<file path="src/rtl/scc_mem_arbiter.sv">
// scc_mem_arbiter
// ---------------------------------------------------------------------------
// Shares one memory bus between the instruction-fetch requester and the data
// load/store requester. One transaction is in flight at a time, sequenced by
// an IDLE -> BUSY_IF/BUSY_D -> DONE -> IDLE state machine. A transaction that
// sees no mem_ack within TIMEOUT strobe cycles is aborted: it completes with
// zero data and sets the sticky timeout_err flag.
//
// Optional feature (compile-time macro SCC_ARB_ROUND_ROBIN_EN):
//   defined   - round-robin arbitration on contention (data wins first after
//               reset; afterwards the requester not granted last wins)
//   undefined - data has fixed priority over fetch
//
// Ports:
//   clk, reset_s          clock, synchronous active-high reset
//   if_req/if_addr        fetch request (level) and address
//   if_data/if_done       fetched word, valid during the one-cycle if_done
//   d_read/d_write        data request (level); both high = write
//   d_addr/d_wdata        data address and write data
//   d_rdata/d_done        read data, valid during the one-cycle d_done
//   mem_addr/mem_wdata    registered memory address / write data
//   mem_rd/mem_wr         registered memory strobes, held until mem_ack
//   mem_rdata/mem_ack     memory read data and completion
//   stall                 combinational core-clock gating request
//   timeout_err           sticky timeout flag, cleared only by reset
// ---------------------------------------------------------------------------
module scc_mem_arbiter #(
    parameter int AW      = 32,
    parameter int DW      = 32,
    parameter int TIMEOUT = 15
) (
    input  logic          clk,
    input  logic          reset_s,
    input  logic          if_req,
    input  logic [AW-1:0] if_addr,
    output logic [DW-1:0] if_data,
    output logic          if_done,
    input  logic          d_read,
    input  logic          d_write,
    input  logic [AW-1:0] d_addr,
    input  logic [DW-1:0] d_wdata,
    output logic [DW-1:0] d_rdata,
    output logic          d_done,
    output logic [AW-1:0] mem_addr,
    output logic [DW-1:0] mem_wdata,
    output logic          mem_rd,
    output logic          mem_wr,
    input  logic [DW-1:0] mem_rdata,
    input  logic          mem_ack,
    output logic          stall,
    output logic          timeout_err
);

    typedef enum logic [1:0] {IDLE, BUSY_IF, BUSY_D, DONE} state_t;

    state_t        state_reg, state_next;
    logic          win_d_reg;      // 1: data requester owns the transaction
    logic          is_wr_reg;      // transaction is a write
    logic [7:0]    cnt_reg;        // strobe cycles without ack
    logic [AW-1:0] mem_addr_reg;
    logic [DW-1:0] mem_wdata_reg;
    logic          mem_rd_reg, mem_wr_reg;
    logic [DW-1:0] if_data_reg, d_rdata_reg;
    logic          timeout_err_reg;

    logic d_req, any_req, grant_d, busy, timed_out, finish;

    assign d_req   = d_read | d_write;
    assign any_req = if_req | d_req;
    assign busy    = (state_reg == BUSY_IF) || (state_reg == BUSY_D);
    // Counter holds TIMEOUT-1 during the last permitted strobe cycle, so a
    // missing ack there makes this the TIMEOUT-th cycle and ends the access.
    assign timed_out = (cnt_reg == 8'(TIMEOUT - 1));
    assign finish    = busy & (mem_ack | timed_out);

`ifdef SCC_ARB_ROUND_ROBIN_EN
    // Preference for data on the next contention; reset makes data win first.
    logic prefer_d_reg;

    assign grant_d = d_req & (~if_req | prefer_d_reg);

    always_ff @(posedge clk) begin
        if (reset_s) begin
            prefer_d_reg <= 1'b1;
        end else if (finish) begin
            prefer_d_reg <= ~win_d_reg;
        end
    end
`else
    assign grant_d = d_req;
`endif

    // State register
    always_ff @(posedge clk) begin
        if (reset_s) begin
            state_reg <= IDLE;
        end else begin
            state_reg <= state_next;
        end
    end

    // Next-state logic
    always_comb begin
        state_next = state_reg;
        case (state_reg)
            IDLE:            if (any_req) state_next = grant_d ? BUSY_D : BUSY_IF;
            BUSY_IF, BUSY_D: if (mem_ack || timed_out) state_next = DONE;
            DONE:            state_next = IDLE;
            default:         state_next = IDLE;
        endcase
    end

    // Output logic
    always_comb begin
        if_done     = (state_reg == DONE) & ~win_d_reg;
        d_done      = (state_reg == DONE) &  win_d_reg;
        mem_addr    = mem_addr_reg;
        mem_wdata   = mem_wdata_reg;
        mem_rd      = mem_rd_reg;
        mem_wr      = mem_wr_reg;
        if_data     = if_data_reg;
        d_rdata     = d_rdata_reg;
        timeout_err = timeout_err_reg;
        stall       = (if_req & ~if_done) | (d_req & ~d_done);
    end

    // Datapath: grant latching, strobes, data capture, timeout
    always_ff @(posedge clk) begin
        if (reset_s) begin
            win_d_reg       <= 1'b0;
            is_wr_reg       <= 1'b0;
            cnt_reg         <= 8'd0;
            mem_addr_reg    <= '0;
            mem_wdata_reg   <= '0;
            mem_rd_reg      <= 1'b0;
            mem_wr_reg      <= 1'b0;
            if_data_reg     <= '0;
            d_rdata_reg     <= '0;
            timeout_err_reg <= 1'b0;
        end else begin
            case (state_reg)
                IDLE: begin
                    if (any_req) begin
                        win_d_reg    <= grant_d;
                        is_wr_reg    <= grant_d & d_write;
                        mem_addr_reg <= grant_d ? d_addr : if_addr;
                        if (grant_d && d_write) begin
                            mem_wdata_reg <= d_wdata;
                        end
                        // A simultaneous read+write is a write only
                        mem_rd_reg <= ~(grant_d & d_write);
                        mem_wr_reg <=   grant_d & d_write;
                        cnt_reg    <= 8'd0;
                    end
                end
                BUSY_IF, BUSY_D: begin
                    if (mem_ack) begin
                        mem_rd_reg <= 1'b0;
                        mem_wr_reg <= 1'b0;
                        if (!is_wr_reg) begin
                            if (win_d_reg) d_rdata_reg <= mem_rdata;
                            else           if_data_reg <= mem_rdata;
                        end
                    end else begin
                        cnt_reg <= cnt_reg + 8'd1;
                        if (timed_out) begin
                            mem_rd_reg      <= 1'b0;
                            mem_wr_reg      <= 1'b0;
                            timeout_err_reg <= 1'b1;
                            if (win_d_reg) d_rdata_reg <= '0;
                            else           if_data_reg <= '0;
                        end
                    end
                end
                default: ;
            endcase
        end
    end

endmodule

</file>
<file path="config.mk">
export PLATFORM = sky130hd
export DESIGN_NAME = scc_mem_arbiter
export DESIGN_NICKNAME = d
export VERILOG_FILES = /design/src/rtl/scc_mem_arbiter.sv
export SDC_FILE = /design/constraint.sdc
export NUM_CORES = 1
export LEC_CHECK = 0
export ABC_AREA = 1
export CORE_UTILIZATION = 28
export DETAILED_ROUTE_END_ITERATION = 10
export SYNTH_ARGS = -nofsm -noshare
export SYNTH_HDL_FRONTEND = slang
export SYNTH_SLANG_ARGS = --single-unit
export TNS_END_PERCENT = 20
</file>
<file path="constraint.sdc">
create_clock -name clk -period 4.4 [get_ports clk]
set_input_delay 0.44 -clock clk [delete_from_list [all_inputs] [get_ports clk]]
set_output_delay 0.44 -clock clk [all_outputs]
set_load 0.005 [all_outputs]
</file>
==> run notes, run 1 <==
Global routing consumed, on the met1 layer, 21.84% of the routing resources. The flow ran to the end, and the final reports show no timing, DRC or antenna violations. After detailed routing, the number of remaining DRC violations is 0. With the pin count of the biggest net entering global routing at 114, the shortest period the worst path allows is 2.560 ns. The tools report the detailed-routed wire length on met2 as 8427 um.

The stage logs contain a warning count of 30. For this run, the script counts the antenna cells in the layout as 0. Setup repair after global routing left no endpoint under its margin. Timing analysis after detailed placement gives a worst setup slack of 1.385 ns.

The height of the die is 149.2 um. The global router's overall resource usage is 17.31%. For the number of global-route vias before repair, the log shows 5853.

The floorplan report gives the top-level pin count as 268. In this run the remaining antenna-violating nets after routing total 0. The worst-case IR drop observed on VDD is 238.8 uV. The top flip-flop cell by instance count after synthesis was sky130_fd_sc_hd__dfxtp_1. TritonCTS built the clock tree.

The combinational power reported by the tool is 1.81 mW. The largest total area in the synthesized netlist belongs to sky130_fd_sc_hd__dfxtp_1. The area reported by Yosys stat is 6063 um2, and the count of nets after finishing is 1238. For this design, the CTS-stage hold fixing added 0 buffers. Counting endpoints that fail hold in the final report gives 0.

The post-placement cell area is 8852 um2. The tools report the cell total in the yosys stat output as 866. From the final report, the count of setup violators was given as 0. Worst slew margin relative to its limit: 28.09%.

Leaving out fill and tap cells, the most frequent cell in the layout is sky130_fd_sc_hd__clkdlybuf4s50_1.
## run 1: cell families after synthesis
family                     count (synthesis)  share of synthesized area, %
DFF                                      143                         47.21
adders and majority gates                  4                        0.8255
xor gates and xnor gates                   2                        0.2890
buffers and inverters                    118                         8.584
AOI/OAI and AO/OA                        164                         14.42
and+or+nand+nor                          435                         28.66
## run 1: area by class of cell
class	instances	area share (%)
clock buffer	18	4.653
clock inverter	14	1.551
timing repair buffer	275	28.95
inverter	58	2.333
multi-input combinational	605	28.53
sequential	143	30.33
tap	275	3.646
## run 1: path summary, 6_finish.rpt
kind	from	end	depth (start not counted)
worst max-delay path	mem_ack	d_rdata[11]	9
worst min-delay path	is_wr_reg	is_wr_reg	2
worst max register to register	state_reg[0]	if_data[0]	8
worst min register to register	is_wr_reg	is_wr_reg	2
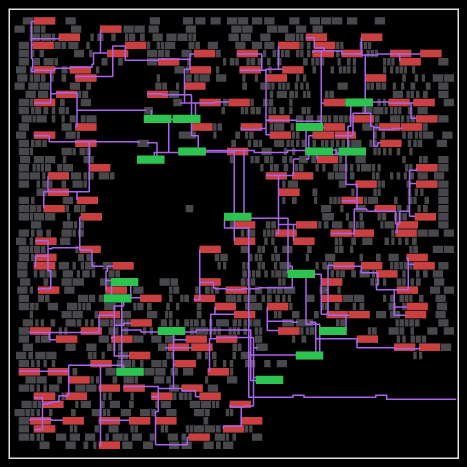
Figure 1: run 1, routed clock nets over the placement.
Drawn at 3 px/um.
[purple] clock wires | length: 2050 um
[red] flip-flops | count: 143
[green] clock-net drivers | count: 17
flops lie	all over the die
Power Clock: 1.42 mW
clock latency on the worst-skew pair: 0.42 ns
setup skew after layout: 0.01499 ns

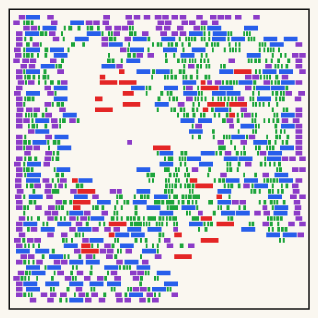
Figure 2: run 1, cells colored by class.
Drawn at 2 px/um.
color	class	cells
red	clock drivers and dummy loads	32
purple	remaining buffers and delay cells	275
green	remaining logic cells	663
blue	registers	143

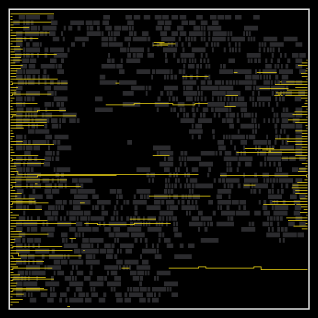
Figure 3: run 1, signal wires on met3.
Drawn at 2 px/um.
longest straight run	90.2 um
nets with wire on the layer	189
share of all routed wire	9.6%
via total after detailed routing: 6192
total wirelength of the detailed-routed design: 19060 um
met3 track utilization from global routing: 6.972%

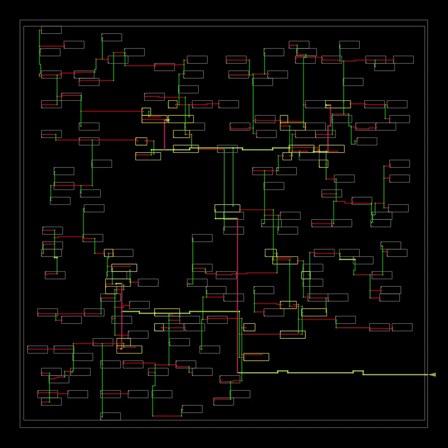
Figure 4: run 1, clock routing.
total CTS buffers: 17
number of clock sinks: 143

Figure 5. Port wiring (run 1).
Drawn at 3 px/um.
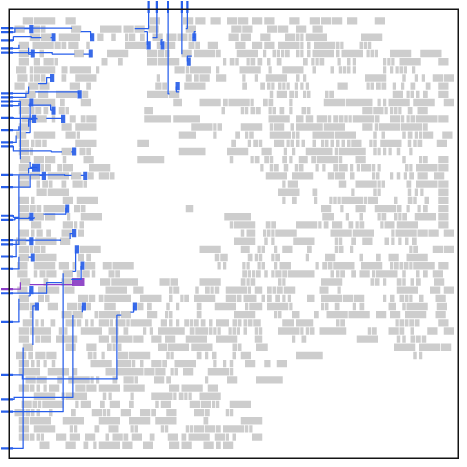

--- run 2 (diff from run 1) ---
clock period = 2.6 ns   (was 4.4 ns; I/O delays follow)
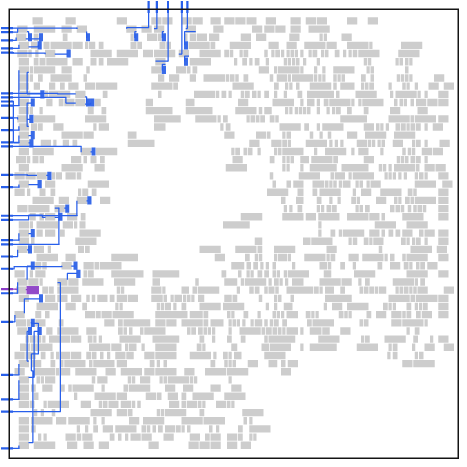
Figure 6: run 2, port wiring.
Drawn at 3 px/um.
color	port	bits	direction	edge	end cells	buffers	wire
purple	d_read	1	input	left	1	1	2.20 um
blue	d_addr	32	input	27 left, 5 top	32	32	585 um
count of boundary I/O pins: 268
total of buffers placed on input and output ports: 267

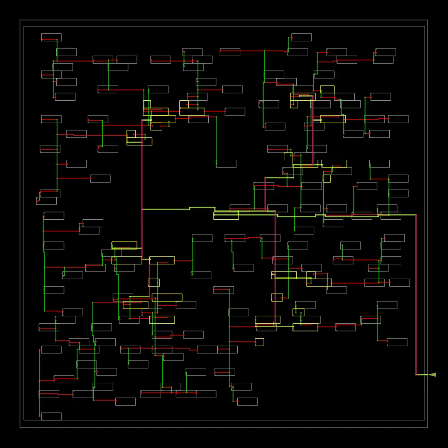
Figure 7: run 2, clock routing.
Power Clock: 2.52 mW
clock buffer count in the final layout: 18
seq_cells: 143
setup skew after layout: 0.01127 ns

==> run notes, run 2 <==
The run finished with clean final reports. The run gives 0 as the quantity of hold-fixing buffers added after cts. The post-place setup slack was 0.5564 ns; the number of cells traversed by the worst hold path was 3. Per the post-route antenna check, the number of violating nets is 0. The largest total area in the synthesized netlist belongs to sky130_fd_sc_hd__dfxtp_1. For this run, design rule violations remaining after detail routing come to 0. After Yosys synthesis, and, or, nand and nor cells account for 28.66% of the synthesized area.

The worst reg2reg path endpoint was d_rdata[24]. The run gives 19160 um as the total wire length. The floorplan step set the die height to 149.2 um. Across all checked pins, the minimum headroom to the slew limit is 70.26%. The count of nets after finishing was 1247. The tools report the startpoint of the lowest-slack hold path as d_addr[26]. The worst setup path startpoint is state_reg[0]. The count of endpoints failing setup in the final report was 0; the peak supply drop was 380.8 uV. The repair_antennas step left the layout with diodes totalling 0. Of the total synthesized cell area, the portion taken by XOR and XNOR cells is 0.2889%. Detailed placement reports a standard cell area of 8970 um2.
==> run 2: cell counts after synthesis <==
Identical to the previous run, type by type.
==> run 2: layer usage <==
layer | vias up | track usage, % | share of wire, %
met2 | 230 | 27.72 | 44
met4 | 0 | 5.612 | 1.5
met1 | 2774 | 20.91 | 44
met3 | 21 | 7.554 | 10
met5 | - | 0 | 0
li1 | 3275 | - | -
==> run 2: final cells by class <==
class,count,area (um2),area share (%)
Clock buffer,18,439.2,4.584
Clock inverter,14,171.4,1.789
Inverter,58,220.2,2.299
Multi-Input combinational cell,605,2693,28.10
Sequential cell,143,2863,29.88
Tap cell,275,344.1,3.591
Timing Repair Buffer,284,2850,29.75
--- run 3 (diff from run 2) ---
clock period = 2.1 ns   (was 2.6 ns; I/O delays follow)
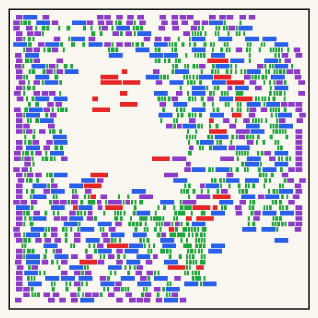
Figure 8: run 3, cells colored by class.
Drawn at 2 px/um.
color	class	cells
red	clock drivers and dummy loads	31
purple	remaining buffers and delay cells	287
green	remaining logic cells	663
blue	registers	143

==> run notes, run 3 <==
The flow ran to the end, and the final reports show no timing, DRC or antenna violations. The vertical die dimension reported for this design is 149.2 um. With the number of global-route vias before repair at 5812, the XOR/XNOR share of the synthesized area is 0.2889%. The detailed route wirelength on metal3 was 1813 um. Following the worst setup path forward leads to its endpoint at stall.

Looking at the reg2reg group, the worst path starts from state_reg[0]. With the non-clock buffer total of the final layout at 287, the shortest period the worst path allows is 1.981 ns. The timing report lists the critical path depth as 5 cells.

Measured against its own limit, the worst slew margin works out to 69.04%. The tools report the startpoint of the lowest-slack hold path as d_addr[3]. In the synthesized netlist, the dominant kind of combinational cell is simple AND/OR/NAND/NOR gates. Of all the cell area in the finished design, the clock network holds 6.398%. The run gives 2863 um2 as the sequential cell area in the final layout. The layer flagged by global routing as most heavily used is met2. The met2 demand-to-capacity share in global routing is 27.30%. For this run, the post-layout net count is 1250. For the total combinational power, the log shows 3.95 mW. TritonRoute reported its final design rule violation total as 0. Per the area breakdown, the dominant cell category is non-clock buffers.

The tools report the pin count of the biggest net entering global routing as 65. Global routing consumed, over all layers together, 17.14% of the routing resources. Among logic cells in the layout, the one with the most instances is sky130_fd_sc_hd__clkdlybuf4s50_1.

The top flip-flop cell by instance count after synthesis was sky130_fd_sc_hd__dfxtp_1. The number of signal-net inverters in the final layout was 58. The final-report hold violation count was 0. The routed layout has 6237 vias.

The run gives 0 for the count of antenna diodes in the layout.
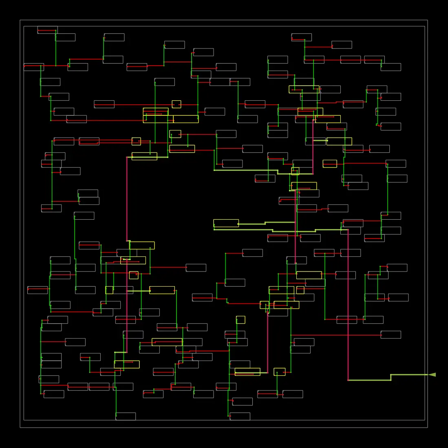
Figure 9: run 3, clock routing.
Power Clock: 3.23 mW
setup skew after layout: 0.01098 ns

==> run 3: metrics by stage <==
step | util (%) | area [um2] | hold WS, ns
2_1_floorplan | - | 6063 | 0.3692
3_3_place_gp | 42.75 | 9042 | 0.4488
3_5_place_dp | 42.75 | 9042 | 0.4520
4_1_cts | 45.67 | 9661 | 0.3259
5_1_grt | 45.67 | 9661 | 0.3493
6_report | 45.67 | 9661 | 0.3471
==> run 3: cells by family (layout without fill, tap and decap cells) <==
logic type,Yosys count,after routing
buffers and inverters,118,376
adder cells (fa/ha/maj),4,4
AND/OR/NAND/NOR,435,435
XOR/XNOR,2,2
AND-OR/OR-AND,164,164
flip-flops,143,143
Power is estimated from default activity; no workload was simulated.
